===== config.mk =====
export PLATFORM = sky130hd
export DESIGN_NAME = raw_pixel_capture
export DESIGN_NICKNAME = d
export VERILOG_FILES = /design/src/rtl/image_pkg.sv /design/src/rtl/xy_counter.sv /design/src/rtl/raw_pixel_capture.sv
export SDC_FILE = /design/constraint.sdc
export NUM_CORES = 1
export LEC_CHECK = 0
export ABC_AREA = 1
export CAP_MARGIN = 20
export CELL_PAD_IN_SITES_DETAIL_PLACEMENT = 0
export CELL_PAD_IN_SITES_GLOBAL_PLACEMENT = 2
export CORE_MARGIN = 3
export CORE_UTILIZATION = 32
export CTS_BUF_LIST = sky130_fd_sc_hd__clkbuf_8
export CTS_CLUSTER_SIZE = 14
export DETAILED_ROUTE_END_ITERATION = 8
export GPL_TIMING_DRIVEN = 0
export PLACE_DENSITY = 0.88
export RECOVER_POWER = 25
export REMOVE_ABC_BUFFERS = 1
export SLEW_MARGIN = 25
export SYNTH_ARGS = -nofsm -noshare
export SYNTH_HDL_FRONTEND = slang
export SYNTH_HIERARCHICAL = 1
export SYNTH_SLANG_ARGS = --single-unit

===== constraint.sdc =====
create_clock -name iCLK -period 5.4 [get_ports iCLK]
set_clock_uncertainty 0.1 [all_clocks]
set_input_delay 0.81 -clock iCLK [delete_from_list [all_inputs] [get_ports iCLK]]
set_output_delay 0.81 -clock iCLK [all_outputs]
set_load 0.05 [all_outputs]

===== src/rtl/image_pkg.sv =====
// Shared definitions for the camera capture and image processing blocks.
//   PIX_W   : width of one raw Bayer sample
//   COORD_W : width of the X / Y pixel coordinates
//   pixel_t : one raw pixel
//   coord_t : one coordinate
package image_pkg;
    localparam int PIX_W   = 12;
    localparam int COORD_W = 11;

    typedef logic [PIX_W-1:0]   pixel_t;
    typedef logic [COORD_W-1:0] coord_t;
endpackage


===== src/rtl/xy_counter.sv =====
// Next-pixel coordinate generator for the capture path.
// Ports:
//   clk, rst : clock and synchronous active-high reset
//   inc      : a pixel was accepted this cycle, advance to the next position
//   clr      : frame ended, return to (0,0); wins over inc
//   nx, ny   : coordinate the next accepted pixel will be tagged with
// X wraps at H_ACTIVE-1 and carries into Y; Y wraps modulo 2^COORD_W.
module xy_counter
    import image_pkg::*;
#(
    parameter int H_ACTIVE = 1280
) (
    input  logic   clk,
    input  logic   rst,
    input  logic   inc,
    input  logic   clr,
    output coord_t nx,
    output coord_t ny
);

    localparam coord_t X_LAST = coord_t'(H_ACTIVE - 1);

    always_ff @(posedge clk) begin
        if (rst || clr) begin
            nx <= '0;
            ny <= '0;
        end else if (inc) begin
            if (nx == X_LAST) begin
                nx <= '0;
                ny <= ny + coord_t'(1);
            end else begin
                nx <= nx + coord_t'(1);
            end
        end
    end

endmodule


===== src/rtl/raw_pixel_capture.sv =====
// Sensor raw-interface capture: turns frame/line valid plus 12-bit Bayer data
// into a coordinate-tagged pixel stream, gated by start/stop pulses.
// Ports:
//   iCLK, iRST    : sensor pixel clock, synchronous active-high reset
//   iDATA         : raw Bayer pixel
//   iFVAL, iLVAL  : sensor frame valid / line valid
//   iSTART, iEND  : one-cycle arm / disarm pulses (iEND wins if both)
//   oDATA, oDVAL  : captured pixel and its valid (oDATA is 0 when not valid)
//   oX_Cont       : column of the pixel on oDATA
//   oY_Cont       : row of the pixel on oDATA
//   oFrame_Cont   : frames accepted since reset, wraps modulo 2^32
//
// Output stream semantics: oDVAL is a valid-only qualifier with no ready.
// Every cycle with oDVAL=1 carries exactly one pixel that the consumer must
// take; there is no back-pressure, and pixels arrive two cycles after the
// sensor presents them.
module raw_pixel_capture
    import image_pkg::*;
#(
    parameter int H_ACTIVE = 1280
) (
    input  logic        iCLK,
    input  logic        iRST,
    input  logic [11:0] iDATA,
    input  logic        iFVAL,
    input  logic        iLVAL,
    input  logic        iSTART,
    input  logic        iEND,
    output logic [11:0] oDATA,
    output logic        oDVAL,
    output logic [10:0] oX_Cont,
    output logic [10:0] oY_Cont,
    output logic [31:0] oFrame_Cont
);

    pixel_t d_DATA;
    logic   d_FVAL;
    logic   d_LVAL;
    logic   armed;
    logic   fact;
    coord_t nx;
    coord_t ny;

    logic frame_rise;
    logic frame_fall;
    logic accept;

    // Edges compare the live input against its registered copy so the
    // first pixel of a frame (FVAL and LVAL rising together) is not lost.
    assign frame_rise = iFVAL & ~d_FVAL;
    assign frame_fall = ~iFVAL & d_FVAL;
    assign accept     = fact & d_LVAL;

    always_ff @(posedge iCLK) begin
        if (iRST) begin
            d_DATA      <= '0;
            d_FVAL      <= 1'b0;
            d_LVAL      <= 1'b0;
            armed       <= 1'b0;
            fact        <= 1'b0;
            oDATA       <= '0;
            oDVAL       <= 1'b0;
            oX_Cont     <= '0;
            oY_Cont     <= '0;
            oFrame_Cont <= '0;
        end else begin
            d_DATA <= iDATA;
            d_FVAL <= iFVAL;
            d_LVAL <= iLVAL;

            if (iEND) begin
                armed <= 1'b0;
            end else if (iSTART) begin
                armed <= 1'b1;
            end

            // A frame is accepted or rejected once, at its rise; disarming
            // mid-frame lets the current frame run to completion.
            if (frame_rise) begin
                fact <= armed;
                if (armed) begin
                    oFrame_Cont <= oFrame_Cont + 32'd1;
                end
            end else if (frame_fall) begin
                fact <= 1'b0;
            end

            if (accept) begin
                oDVAL   <= 1'b1;
                oDATA   <= d_DATA;
                oX_Cont <= nx;
                oY_Cont <= ny;
            end else begin
                oDVAL   <= 1'b0;
                oDATA   <= '0;
            end
        end
    end

    xy_counter #(
        .H_ACTIVE (H_ACTIVE)
    ) u_xy_counter (
        .clk (iCLK),
        .rst (iRST),
        .inc (accept),
        .clr (frame_fall),
        .nx  (nx),
        .ny  (ny)
    );

endmodule


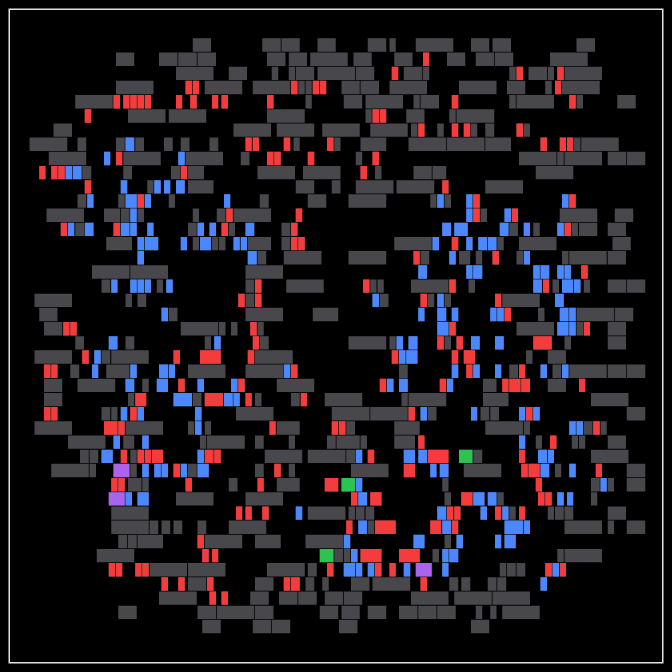
*Logic cells by family*
[red] NOR gates | cells: 180 | where: spread over the die
[blue] NAND gates | cells: 165
[purple] XOR/XNOR gates | cells: 3
[green] AND-OR and OR-AND gates | cells: 3

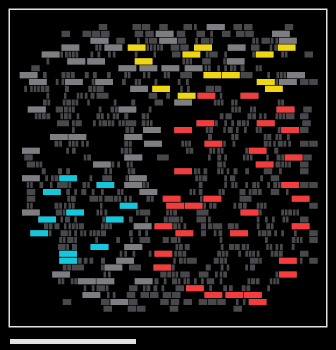
*Register map, names as in the netlist*
The bar under the picture is 50 µm long.
[red] oFrame_Cont | placed flops: 32
[cyan] u_xy_counter/nx | placed flops: 11
[yellow] d_DATA | placed flops: 12

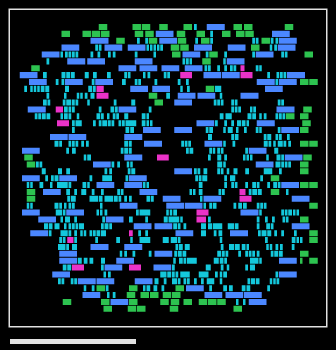
*Cell classes on the final placement*
The bar under the picture is 50 µm long.
[cyan] all other logic | cells: 531
[blue] flops | cells: 105
[magenta] clock drivers and dummy loads | cells: 16
[green] other buffers and delay cells | cells: 84

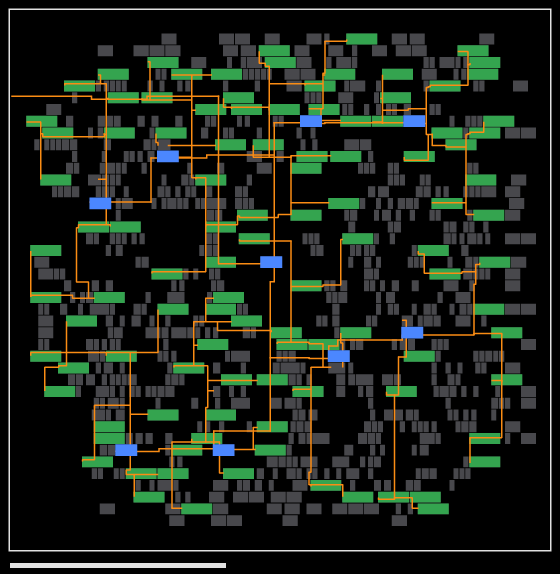
*Routed clock nets over the placement*
The bar under the picture is 50 µm long.
[green] flip-flops | count: 105
[orange] clock wires | length: 1410 µm
[blue] cells driving clock nets | count: 9
routed clock nets: 10

==> flow_summary_export.csv <==
group,metric,value,unit
run_status,outcome,"finished, final reports clean",
final_timing,finalMaxSlewViolations,0,
floorplanning,chipHeight,125,µm
logic_synthesis,cell_type_with_the_highest_aggregate_area_in_the_netlist,"dfxtp_1",
final_layout,final_layout_size_suffix_gt1_share,5.57,%
setup_path,critical_path.cell_chain,"dlygate4sd3_1, inv_1, ha_1, nor2_1, inv_1, nor2_1, inv_1, a21oi_1",
global_route,grt_pass1_vias,3911,
floorplanning,chipArea,0.0156,mm²
final_timing,finalHoldViolations,0,
clock_network,clock_h_tree_levels,3,
logic_synthesis,synth.cells.most_frequent,"nor2_1 (157), nand2_1 (109), dfxtp_1 (105), inv_1 (97), o21ai_0 (39)",
final_layout,area_delta_synth_final,25.3,%
setup_path,critical_path_class,"primary input to register",
power,total_power,1300,µW
detailed_routing,dr.pass1.iters,4,
global_route,first_pass_grt_wire_length,18600,µm
final_layout,finalNetCount,754,
logic_synthesis,synth_adder_area_share,1.38,%
floorplanning,pin_count,85,
place,gp_routability_congestion,0.802,
logic_synthesis,simple_gate_share,33.0,%
setup_path,worst-endpoint-required,5.62,ns
setup_path,highest_cell_delay_on_the_worst_timing_path,0.69,ns
floorplanning,core_region_area,0.0136,mm²
logic_synthesis,netlist_instances,651,
clock_network,clk_pin_slew,0.10,ns
final_timing,minimum_clock_period,3.08,ns
clock_network,cts_sinks,105,
final_layout,layout.cells.non_filler,912,
logic_synthesis,ys_async_sr_fraction,0,%
setup_path,timing.critical_path.fanout_max,11,
place,place_worst_setup_slack,1.96,ns
final_layout,postLayoutCoreUtil,41.9,%
setup_path,critical_path.startpoint_type,"primary input",
place,dp.final_hpwl,7990,µm
logic_synthesis,synth.yosys.num_cells,651,
final_timing,setup_viol,0,
logic_synthesis,ys_sh_aoi,8.64,%
clock_network,cts_post_setup_buffers_inserted,0,
detailed_routing,totalWireLength,11000,µm
final_timing,unrepaired_setup_endpoints_after_global_routing,"no",
logic_synthesis,mux_area_fraction,0,%
global_route,antenna_found_initial,0,
logic_synthesis,numSynthFlops,105,
logic_synthesis,ff_type,"dfxtp_1",
clock_network,cts_max_path_buffers,2,
logic_synthesis,yosysChipArea,0.00453,mm²
logic_synthesis,netlist_area,0.00453,mm²
clock_network,cts_tree,"built",
[final timing paths]
path             start                 end  slack (ns)  depth (start not counted)
max              iFVAL  u_xy_counter/nx[8]        2.32                          8
min          d_DATA[0]            oDATA[0]        0.31                          2
max reg2reg       fact  u_xy_counter/nx[9]        2.65                          7
min reg2reg  d_DATA[0]            oDATA[0]        0.31                          2
[sequential cells by signal, summed over array words and instances, names as in the netlist, 11 cells and up]
name             count
oFrame_Cont         32
u_xy_counter/ny     11
oX_Cont             11
oDATA               12
u_xy_counter/nx     11
d_DATA              12
oY_Cont             11
[metal layers]
| metal | wire length, µm | up-vias | share of wire [%] | GRT usage [%] |
|---|---|---|---|---|
| met2 | 5600 | 50 | 51 | 26.0 |
| li1 | - | 2168 | - | - |
| met3 | 362 | 9 | 3.3 | 3.84 |
| met4 | 121 | 0 | 1.1 | 3.95 |
| met1 | 4960 | 1830 | 45 | 16.8 |
| met5 | 0 | - | 0 | 0 |
[report_power, final]
| part | leakage (µW) | total (µW) | switching, µW | internal [µW] |
|---|---|---|---|---|
| sequential | 0.000850 | 784 | 2.91 | 781 |
| combinational | 0.00128 | 56.2 | 33.7 | 22.5 |
| clock | 0.0000875 | 460 | 288 | 172 |
| total | 0.00221 | 1300 | 325 | 976 |
[placed cells by master (no fill, tap or decap), types with 3 or more instances in the layout]
cell type,netlist,final
nand2_2,5,4
nand4_1,11,11
clkdlybuf4s50_1,0,82
clkinv_2,0,3
nor2_4,5,5
nand3_1,36,36
ha_1,5,5
nor2_2,11,9
a21oi_1,28,28
nor2_1,157,159
o21ai_0,39,40
nor3_1,3,3
nand2_1,109,110
xor2_1,3,3
dfxtp_1,105,105
clkbuf_8,0,9
inv_1,97,97
o21ai_1,4,3
[through the flow]
stage	hold WS, ns	area [µm²]
2_1_floorplan	0.294	4460
4_1_cts	0.307	5690
3_3_place_gp	0.296	5520
5_1_grt	0.327	5680
3_5_place_dp	0.301	5510
6_report	0.310	5680
[worst max-delay path, delay by kind of cell]
family          cells  cell delay [ns]
compound gates      1             0.13
fa+ha+maj           1             0.19
buf+inv             4             1.10
simple gates        2             1.04
[cell families after synthesis]
logic type,count (synthesis)
adders and majority gates,5
DFF,105
and+or+nand+nor,346
AOI/OAI and AO/OA,76
xor gates and xnor gates,3
buffers and inverters,116
[layout make-up]
class / instances / area (µm²)
Tap cell: 176 / 220
Inverter: 101 / 380
Clock inverter: 7 / 53.8
Fill cell: 1448 / 7880
Clock buffer: 9 / 124
Multi-Input combinational cell: 430 / 1970
Timing Repair Buffer: 84 / 835
Sequential cell: 105 / 2100
Power and IR drop assume default switching activity.
